## src/rtl/cpu_job_sequencer_pkg.sv

```systemverilog
// rtl/cpu_job_sequencer_pkg.sv - shared state encoding and CPU interface constants
package cpu_job_sequencer_pkg;

  typedef enum logic [1:0] {
    ST_IDLE      = 2'd0,
    ST_RESET_CPU = 2'd1,
    ST_RUN       = 2'd2,
    ST_DONE      = 2'd3
  } seq_state_t;

  localparam int          CPU_DATA_W   = 16;
  localparam int          CPU_CYC_W    = 16;
  localparam logic [15:0] CPU_IDLE_VAL = 16'h0000;

endpackage

```

## src/rtl/cpu_job_sequencer_stability.sv

```systemverilog
// rtl/cpu_job_sequencer_stability.sv - counts consecutive identical non-idle CPU output samples
module result_stability_detector
  import cpu_job_sequencer_pkg::*;
#(
  parameter int                DATA_W        = CPU_DATA_W,
  parameter logic [DATA_W-1:0] IDLE_VAL      = CPU_IDLE_VAL,
  parameter int                STABLE_CYCLES = 4
) (
  input  logic              clk,
  input  logic              reset,
  input  logic [DATA_W-1:0] sample,
  input  logic              clear,
  input  logic              enable,
  output logic              stable_hit,
  output logic [DATA_W-1:0] stable_value
);

  localparam int CNT_W = $clog2(STABLE_CYCLES + 1);

  logic [DATA_W-1:0] prev_out;
  logic [CNT_W-1:0]  stable_cnt;
  logic [CNT_W-1:0]  cnt_next;

  always_comb begin
    cnt_next = '0;
    if (sample != IDLE_VAL) begin
      if (sample == prev_out) cnt_next = stable_cnt + 1'b1;
      else                    cnt_next = CNT_W'(1);
    end
  end

  // Hit is the look-ahead value so the FSM can capture the sample in the same cycle.
  assign stable_hit   = enable && (cnt_next == CNT_W'(STABLE_CYCLES));
  assign stable_value = sample;

  always_ff @(posedge clk or negedge reset) begin
    if (!reset) begin
      prev_out   <= IDLE_VAL;
      stable_cnt <= '0;
    end else if (clear) begin
      prev_out   <= IDLE_VAL;
      stable_cnt <= '0;
    end else if (enable) begin
      prev_out   <= sample;
      stable_cnt <= cnt_next;
    end
  end

endmodule

```

## src/rtl/cpu_job_sequencer.sv

```systemverilog
// rtl/cpu_job_sequencer.sv - runs the CPU as a single-operand compute engine per job
module cpu_job_sequencer
  import cpu_job_sequencer_pkg::*;
#(
  parameter int                DATA_W        = CPU_DATA_W,
  parameter logic [DATA_W-1:0] IDLE_VAL      = CPU_IDLE_VAL,
  parameter int                RST_CYCLES    = 2,
  parameter int                STABLE_CYCLES = 4,
  parameter int                MAX_CYCLES    = 4096,
  parameter int                CYC_W         = CPU_CYC_W
) (
  input  logic              clk,
  input  logic              reset,
  input  logic              job_valid,
  output logic              job_ready,
  input  logic [DATA_W-1:0] job_operand,
  output logic              rsp_valid,
  input  logic              rsp_ready,
  output logic [DATA_W-1:0] rsp_result,
  output logic              rsp_timeout,
  output logic [CYC_W-1:0]  rsp_cycles,
  output logic              busy,
  output logic              cpu_reset,
  output logic [DATA_W-1:0] cpu_in,
  input  logic [DATA_W-1:0] cpu_out
);

  localparam int RST_W = $clog2(RST_CYCLES + 1);

  seq_state_t        state;
  logic [RST_W-1:0]  rst_cnt;
  logic [CYC_W-1:0]  run_cnt;
  logic [CYC_W-1:0]  run_next;
  logic              stable_hit;
  logic [DATA_W-1:0] stable_value;

  assign run_next = run_cnt + 1'b1;

  result_stability_detector #(
    .DATA_W        (DATA_W),
    .IDLE_VAL      (IDLE_VAL),
    .STABLE_CYCLES (STABLE_CYCLES)
  ) u_stability (
    .clk          (clk),
    .reset        (reset),
    .sample       (cpu_out),
    .clear        (state == ST_RESET_CPU),
    .enable       (state == ST_RUN),
    .stable_hit   (stable_hit),
    .stable_value (stable_value)
  );

  always_ff @(posedge clk or negedge reset) begin
    if (!reset) begin
      state       <= ST_IDLE;
      rst_cnt     <= '0;
      run_cnt     <= '0;
      job_ready   <= 1'b1;
      rsp_valid   <= 1'b0;
      rsp_result  <= '0;
      rsp_timeout <= 1'b0;
      rsp_cycles  <= '0;
      busy        <= 1'b0;
      cpu_reset   <= 1'b1;
      cpu_in      <= '0;
    end else begin
      case (state)
        ST_IDLE: begin
          if (job_valid) begin
            cpu_in    <= job_operand;
            job_ready <= 1'b0;
            busy      <= 1'b1;
            rst_cnt   <= '0;
            state     <= ST_RESET_CPU;
          end
        end

        ST_RESET_CPU: begin
          if (rst_cnt == RST_W'(RST_CYCLES - 1)) begin
            cpu_reset <= 1'b0;
            run_cnt   <= '0;
            state     <= ST_RUN;
          end else begin
            rst_cnt <= rst_cnt + 1'b1;
          end
        end

        ST_RUN: begin
          run_cnt <= run_next;
          // A stable result on the final budget cycle still counts as a result.
          if (stable_hit || run_next == CYC_W'(MAX_CYCLES)) begin
            rsp_valid   <= 1'b1;
            rsp_result  <= stable_hit ? stable_value : cpu_out;
            rsp_timeout <= !stable_hit;
            rsp_cycles  <= run_next;
            busy        <= 1'b0;
            cpu_reset   <= 1'b1;
            state       <= ST_DONE;
          end
        end

        ST_DONE: begin
          if (rsp_ready) begin
            rsp_valid <= 1'b0;
            job_ready <= 1'b1;
            state     <= ST_IDLE;
          end
        end

        default: state <= ST_IDLE;
      endcase
    end
  end

endmodule
```

## config.mk

```make
export PLATFORM = sky130hd
export DESIGN_NAME = cpu_job_sequencer
export DESIGN_NICKNAME = d
export VERILOG_FILES = /design/src/rtl/cpu_job_sequencer_pkg.sv /design/src/rtl/cpu_job_sequencer_stability.sv /design/src/rtl/cpu_job_sequencer.sv
export SDC_FILE = /design/constraint.sdc
export NUM_CORES = 1
export LEC_CHECK = 0
export CAP_MARGIN = 15
export CORE_MARGIN = 2
export CORE_UTILIZATION = 47
export DETAILED_ROUTE_END_ITERATION = 7
export PLACE_DENSITY = 0.86
export SETUP_SLACK_MARGIN = 0.02
export SLEW_MARGIN = 40
export SYNTH_ARGS = -nofsm -noshare
export SYNTH_HDL_FRONTEND = slang
export SYNTH_SLANG_ARGS = --single-unit
```

## constraint.sdc

```tcl
create_clock -name clk -period 2.9 [get_ports clk]
set_input_delay 0.435 -clock clk [delete_from_list [all_inputs] [get_ports clk]]
set_output_delay 0.435 -clock clk [all_outputs]
set_load 0.02 [all_outputs]
```

run_1/m1.png
Bar = 20 µm. Cells faint in the background.
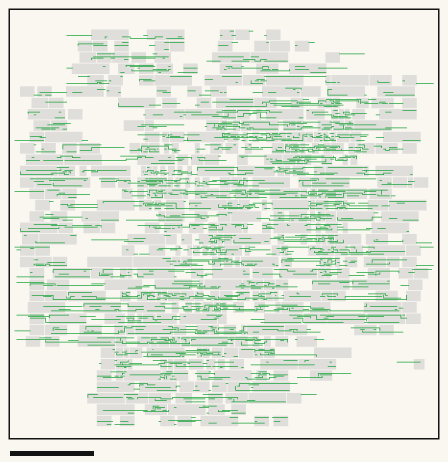
wire length on this layer: 4230 µm
nets with wire on the layer: 481
share of all routed wire: 42%
main direction: horizontal
longest straight run: 28.5 µm

run_1/m2.png
Bar = 20 µm. Cells faint in the background.
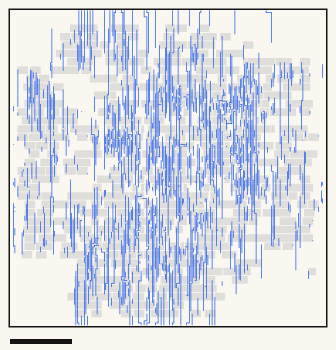
share of all routed wire: 52%
longest straight run: 33.3 µm
main direction: vertical
nets with wire on the layer: 481
wire length on this layer: 5200 µm

run_1/m3.png
Bar = 20 µm. Cells faint in the background.
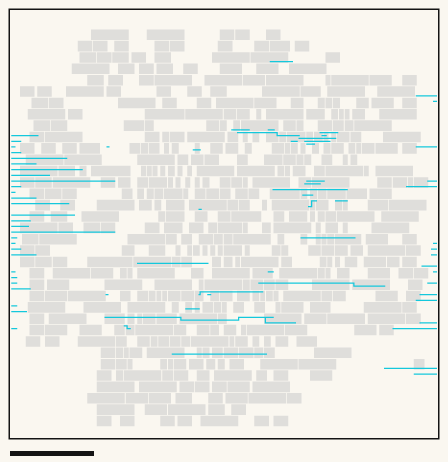
nets with wire on the layer: 65
main direction: horizontal
met3 usage: 0.0454
vias after detailed routing: 3400
WL final: 10.0 mm

run_1/congestion_map.png
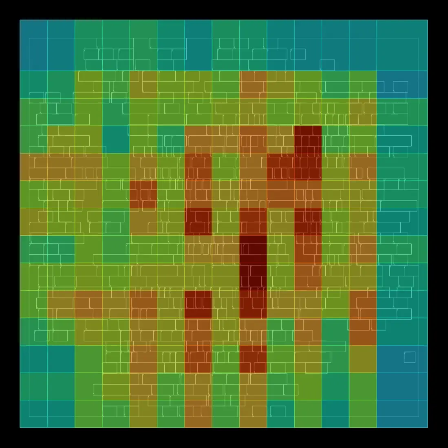
met2 usage: 0.343
Global Route met1 Usage: 0.267

==> out/metrics.yaml, run 1 <==
pwr:
  p_per_area_mw_per_mm2: 764
  pwr-share-clk: 0.202
  vdd_drop_max_v: 0.000607
  combinationalPowerShare: 0.397
  seqPwrFrac: 0.401
yosys:
  ys_types: 44
  ys_cells: 397
  numSynthFlops: 92
  synthesis.area_mm2: 0.00456
  topCellsByArea: "dfrtp_1 49%, mux2_4 8.9%, xor2_1 4.6%, mux2_2 4.0%, o21ai_0 3.8%"
setup_path:
  crit_path_cell_trace: "ha_1 > nand3_1 > nor3_1 > xor2_1 > nor4_2 > a32oi_2 > nand2b_2 > buf_4 > mux2_4"
  cp-endpoint: "rsp_cycles[9]$_DFFE_PN0P_"
  crit_required_ns: 3.15
  timing.rr.end: "rsp_cycles[9]$_DFFE_PN0P_"
  r2r_slack_ns: 0.18
clock_network:
  h-tree-depth: 3
  cts_buffer_depth: 2
  root_buffer: "clkbuf_8"
timing:
  max_freq_mhz: 368
  worst_pin_slew_ns: 0.729
  finalSetupViolations: 0
  hold_viol: 0
  period_minus_slack_ns: 2.72
  grt_setup_unrepaired: "no"
  fin_tns_setup_ns: 0
  maxSlewHeadroom: 0.514
floorplan:
  die-width_um: 102
  fp_util: 0.489
  die-height_um: 102
  std_cell_rows: 35
hold_path:
  hp-class: "primary input to async pin"
drt:
  firstDrtPassIters: 4
  drt_iter0_markers: 200
job:
  warnings: 29
finish:
  fin_util: 0.628
  drive_gt1_frac: 0.174
global_route:
  grt_max_degree: 57
  grt_usage: 0.205
  overflow: 0
outcome:
  status: "completed"
placement:
  dp_hpwl_mm: 7.20
[run 1: what timing repair did]
| item | 4_1_cts | 5_1_grt |
|---|---|---|
| gates resized | 0 | 2 |
| setup endpoints to repair | 0 | 2 |
| hold buffers | 0 | 0 |
[run 1: cell families after synthesis]
kind of cell | Yosys count | share of synthesized area
AND/OR/NAND/NOR | 92 | 0.115
flip-flops | 92 | 0.505
AND-OR/OR-AND | 71 | 0.0982
multiplexers | 53 | 0.151
buffers and inverters | 49 | 0.0472
XOR/XNOR | 33 | 0.0634
adder cells (fa/ha/maj) | 7 | 0.0192
[run 1: synthesized netlist by cell type, types with 10 or more instances]
cell type  count
inv_1         28
nor4_1        12
mux2_4        27
nor2_1        12
nand2_1       23
o21ai_0       35
mux2_2        16
dfrtp_1       90
xor2_1        24
nand3b_1      16
clkbuf_1      10
[run 1: layout make-up]
cell class,count,area [µm²]
multi-input combinational,256,2060
sequential,92,2300
fill,742,3470
clock inverter,5,60.1
tap,129,161
timing repair buffer,103,1020
inverter,28,105
clock buffer,11,151
[run 1: sequential cells by signal, summed over array words and instances (netlist names), 2 cells and up]
signal,cells
cpu_in,16
rsp_cycles,16
rsp_result,16
rst_cnt,2
run_cnt,16
state,2
u_stability.prev_out,16
u_stability.stable_cnt,3
[run 1: per-stage QoR]
step                area, µm²  total power (µW)  hold WS (ns)  std cells  worst slack (ns)
CTS                      5840              4500         0.135        624             0.205
detailed placement       5630              3590         0.485        608             0.131
global placement         5630              3470         0.477        608             0.164
floorplan                4560              2930         0.139        397             0.195
global route             5860              4770         0.172        624            0.0431
finish                   5860              4470         0.122        624             0.184
[run 1: metal layers]
metal	GRT usage	vias to the layer above	wire, µm
met2	0.343	101	5200
li1	-	1577	-
met1	0.267	1709	4230
met5	0	-	0
met4	0.0646	0	138
met3	0.0454	13	483
[run 1: worst max-delay path: cells and delay by family, from the launching register on]
kind | cells | cell delay [ns]
XOR/XNOR | 1 | 0.17
AND/OR/NAND/NOR | 4 | 1.08
buffers and inverters | 1 | 0.19
multiplexers | 1 | 0.30
adder cells (fa/ha/maj) | 1 | 0.23
AND-OR/OR-AND | 1 | 0.16
flip-flops | 1 | 0.47
[run 1: placed cells by master (no fill, tap or decap), types with 4 or more instances in the layout]
master,n
nand3_1,9
inv_1,28
nand3b_1,16
buf_4,14
nor3_1,4
mux2_1,4
o21ai_0,35
mux2_4,27
nor2_1,12
a21oi_1,8
o31ai_1,6
mux2_2,16
nand2_1,23
xnor2_1,9
nor4_2,4
nor4_1,10
dfrtp_1,90
a22o_1,7
xor2_1,24
ha_1,7
clkbuf_8,11
clkdlybuf4s50_1,87
mux2i_1,6
[run 1: power groups by stage]
stage	sequential [µW]	combinational (µW)	clock (µW)
floorplan	1910	1010	0
global placement	1790	1680	0
detailed placement	1810	1770	0
CTS	1790	1780	931
global route	1830	1960	990
finish	1790	1780	905
run_1/pinout.png
Bar = 20 µm. Pins as bars across the die edge, other pins in gray.
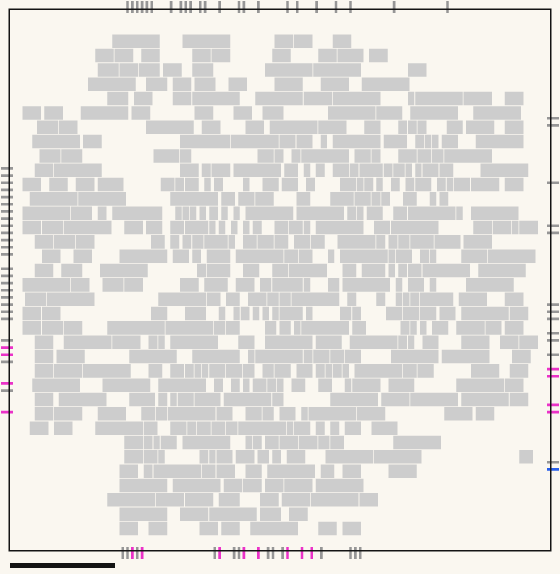

## Run 2: what changed since run 1
--- a/config.mk
+++ b/config.mk
@@ -11,7 +11,6 @@
 export DETAILED_ROUTE_END_ITERATION = 7
 export PLACE_DENSITY = 0.86
 export SETUP_SLACK_MARGIN = 0.02
-export SLEW_MARGIN = 40
 export SYNTH_ARGS = -nofsm -noshare
 export SYNTH_HDL_FRONTEND = slang
 export SYNTH_SLANG_ARGS = --single-unit
run_2/pinout.png
Bar = 20 µm. Pins as bars across the die edge, other pins in gray.
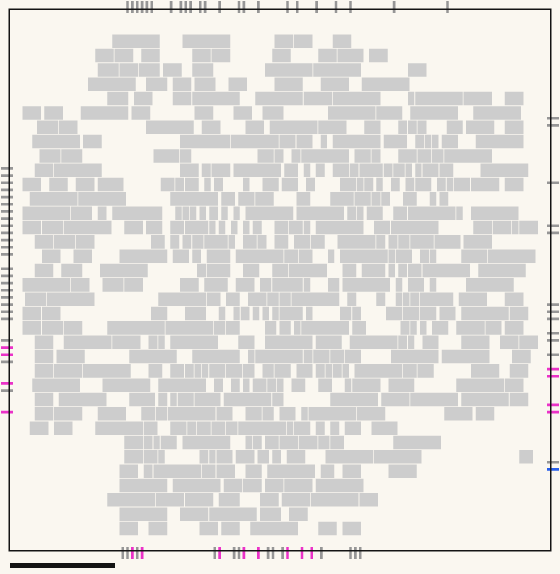
[reset] blue | pins: 1 | direction: input | edge: right
[rsp_result] magenta | pins: 16 | direction: output | edge: 8 bottom, 4 right, 4 left
all pins by edge: 28 left, 23 top, 21 bottom, 17 right

==> run 2 against run 1 <==
Against the previous run: clock-buffer cell count is the same; cell count unchanged; register-to-register slack gained 0.02 ns; maximum frequency grew 0.79%; synthesized cell count is the same; die area unchanged; highest routed layer unchanged; wire length is 0.59% higher.
==> out/metrics.yaml, run 2 <==
setup_path:
  crit_path_end_kind: "flop"
  slowest_delay_ns: 0.47
  crit_path_cell_trace: "ha_1 > nand3_1 > nor3_1 > xor2_1 > nor4_2 > a32oi_2 > nand2b_2 > buf_4 > mux2_4"
  cp-start-kind: "flop"
  critPathArrivalTime_ns: 2.94
  crit_required_ns: 3.15  # about the same
  worstSetupPathType: "flop to flop"
placement:
  placed_cell_area_mm2: 0.00563  # unchanged
  dp_hpwl_mm: 7.20  # unchanged
  gp_congestion: 0.835
  numPlacedInstances: 608  # unchanged
drt:
  totalWireLength_mm: 10.1  # +0.59%
  drt_iter0_markers: 249  # +25%
  vias: 3398  # -0.059%
  via_per_inst: 5.45
  firstDrtPassIters: 4  # unchanged
  ant_nets: 0
global_route:
  grt_usage: 0.205  # unchanged
  gr-usage-met3: 0.0454  # unchanged
  antenna_found_initial: 0
  overflow: 0  # unchanged
  busiest_layer: "met2"
  use_met1: 0.267  # unchanged
  use_met2: 0.343  # unchanged
  grt_max_degree: 57  # unchanged
timing:
  period_minus_slack_ns: 2.69  # -0.0214 ns
  maxSlewHeadroom: 0.391  # -0.123
  worst_pin_slew_ns: 0.914  # +0.185 ns
  hold_viol: 0  # unchanged
  grt_setup_unrepaired: "no"
  clock_skew_ns: 0.0154
  slew_viol_final: 0
  max_freq_mhz: 371  # +0.79%
  fin_hold_ws_ns: 0.115  # -0.00667 ns
  finalSetupViolations: 0  # unchanged
  fin_tns_setup_ns: 0  # unchanged
  period_used_share: 0.929
hold_path:
  hp-class: "primary input to async pin"
yosys:
  common_cells: "90 x dfrtp_1, 35 x o21ai_0, 28 x inv_1"
  topCellsByArea: "dfrtp_1 49%, mux2_4 8.9%, xor2_1 4.6%, mux2_2 4.0%, o21ai_0 3.8%"
  top_cell_area_share: 0.494
  syn_inst: 397
  async_flop_share: 1.00
  ys_types: 44  # unchanged
  numSynthFlops: 92  # unchanged
  ys_cells: 397  # unchanged
  ys_seq_frac: 0.505
  syn_area_per_cell_um2: 11.5
  synth_warnings: 0
  synthesis.area_mm2: 0.00456  # unchanged
  yosysMostFrequentCell: "dfrtp_1"
pwr:
  vdd_drop_max_v: 0.000607  # about the same
  p_per_area_mw_per_mm2: 764  # about the same
  leakagePower_uw: 0.00266
  power_uw: 4470  # about the same
clock_network:
  cts_buffers: 9
  clk_pin_slew_worst_paths_ns: 0.09
  h-tree-depth: 3  # unchanged
  root_buffer: "clkbuf_8"
  cts_resized: 0  # unchanged
  cts_hold_buffers: 0  # unchanged
  post_cts_buffers: 0
  clk_latency_ns: 0.37
  cts_buffer_depth: 2  # unchanged
finish:
  layout_top_cell: "dfrtp_1"
  nets: 533
  fin_cells: 624  # unchanged
  drive_gt1_frac: 0.172  # -0.00202
  layout_top_cells: "90 x dfrtp_1, 87 x clkdlybuf4s50_1, 35 x o21ai_0, 28 x inv_1, 27 x mux2_4"
  area_delta_synth_final_pct: 28.4
  diodes: 0
  fin_area_mm2: 0.00585  # about the same
job:
  warnings: 29  # unchanged
floorplan:
  die-width_um: 102  # unchanged
  fp_util: 0.489  # unchanged
  core_mm2: 0.00933
  dieArea_mm2: 0.0105
  die-height_um: 102  # unchanged
  std_cell_rows: 35  # unchanged
outcome:
  status: "completed"
[run 2: cell counts after synthesis]
No cell type changed its count.
[run 2: stage by stage]
stage | setup WS, ns | utilization
2_1_floorplan | 0.195 | -
3_3_place_gp | 0.164 | 0.603
3_5_place_dp | 0.131 | 0.603
4_1_cts | 0.205 | 0.626
5_1_grt | 0.0431 | 0.627
6_report | 0.205 | 0.627
[run 2: worst max-delay path, delay by kind of cell, from the launching register on]
kind	cells	cell delay, ns
adder cells (fa/ha/maj)	1	0.22
multiplexers	1	0.30
flip-flops	1	0.47
AND/OR/NAND/NOR	4	1.07
XOR/XNOR	1	0.17
buffers and inverters	1	0.19
AND-OR/OR-AND	1	0.16
[run 2: layout make-up]
class                      count  area, µm²
inverter                      28        105
clock buffer                  11        151
tap                          129        161
sequential                    92       2300
multi-input combinational    256       2050
clock inverter                 5       60.1
timing repair buffer         103       1020
fill                         744       3470
[run 2: cells by family after synthesis]
logic type | share of synthesized area
AOI/OAI and AO/OA | 0.0982
xor gates and xnor gates | 0.0634
adders and majority gates | 0.0192
buffers and inverters | 0.0472
DFF | 0.505
muxes | 0.151
and+or+nand+nor | 0.115
[run 2: metal layers]
metal / vias up / routed length [µm]
li1: 1580 / -
met1: 1696 / 4280
met2: 109 / 5160
met3: 13 / 533
met4: 0 / 138
met5: - / 0
[run 2: path summary, 6_finish.rpt]
path	from	end	slack (ns)	cells after the start
max in group asynchronous	reset	cpu_in[6]$_DFFE_PN0P_	2.11	2
min in group clk	rsp_result[0]$_DFFE_PN0P_	rsp_result[0]$_DFFE_PN0P_	0.50	1
worst max-delay path	run_cnt[0]$_DFFE_PN0P_	rsp_cycles[9]$_DFFE_PN0P_	0.21	9
worst min-delay path	reset	rsp_result[13]$_DFFE_PN0P_	0.12	1
worst min register to register	rsp_result[0]$_DFFE_PN0P_	rsp_result[0]$_DFFE_PN0P_	0.50	1
worst max register to register	run_cnt[0]$_DFFE_PN0P_	rsp_cycles[9]$_DFFE_PN0P_	0.21	9
[run 2: report_power, final]
group	total (µW)	switching [µW]	internal, µW
clock	911	464	447
combinational	1770	990	782
sequential	1790	210	1580
total	4470	1660	2810
Power and IR drop assume default switching activity.
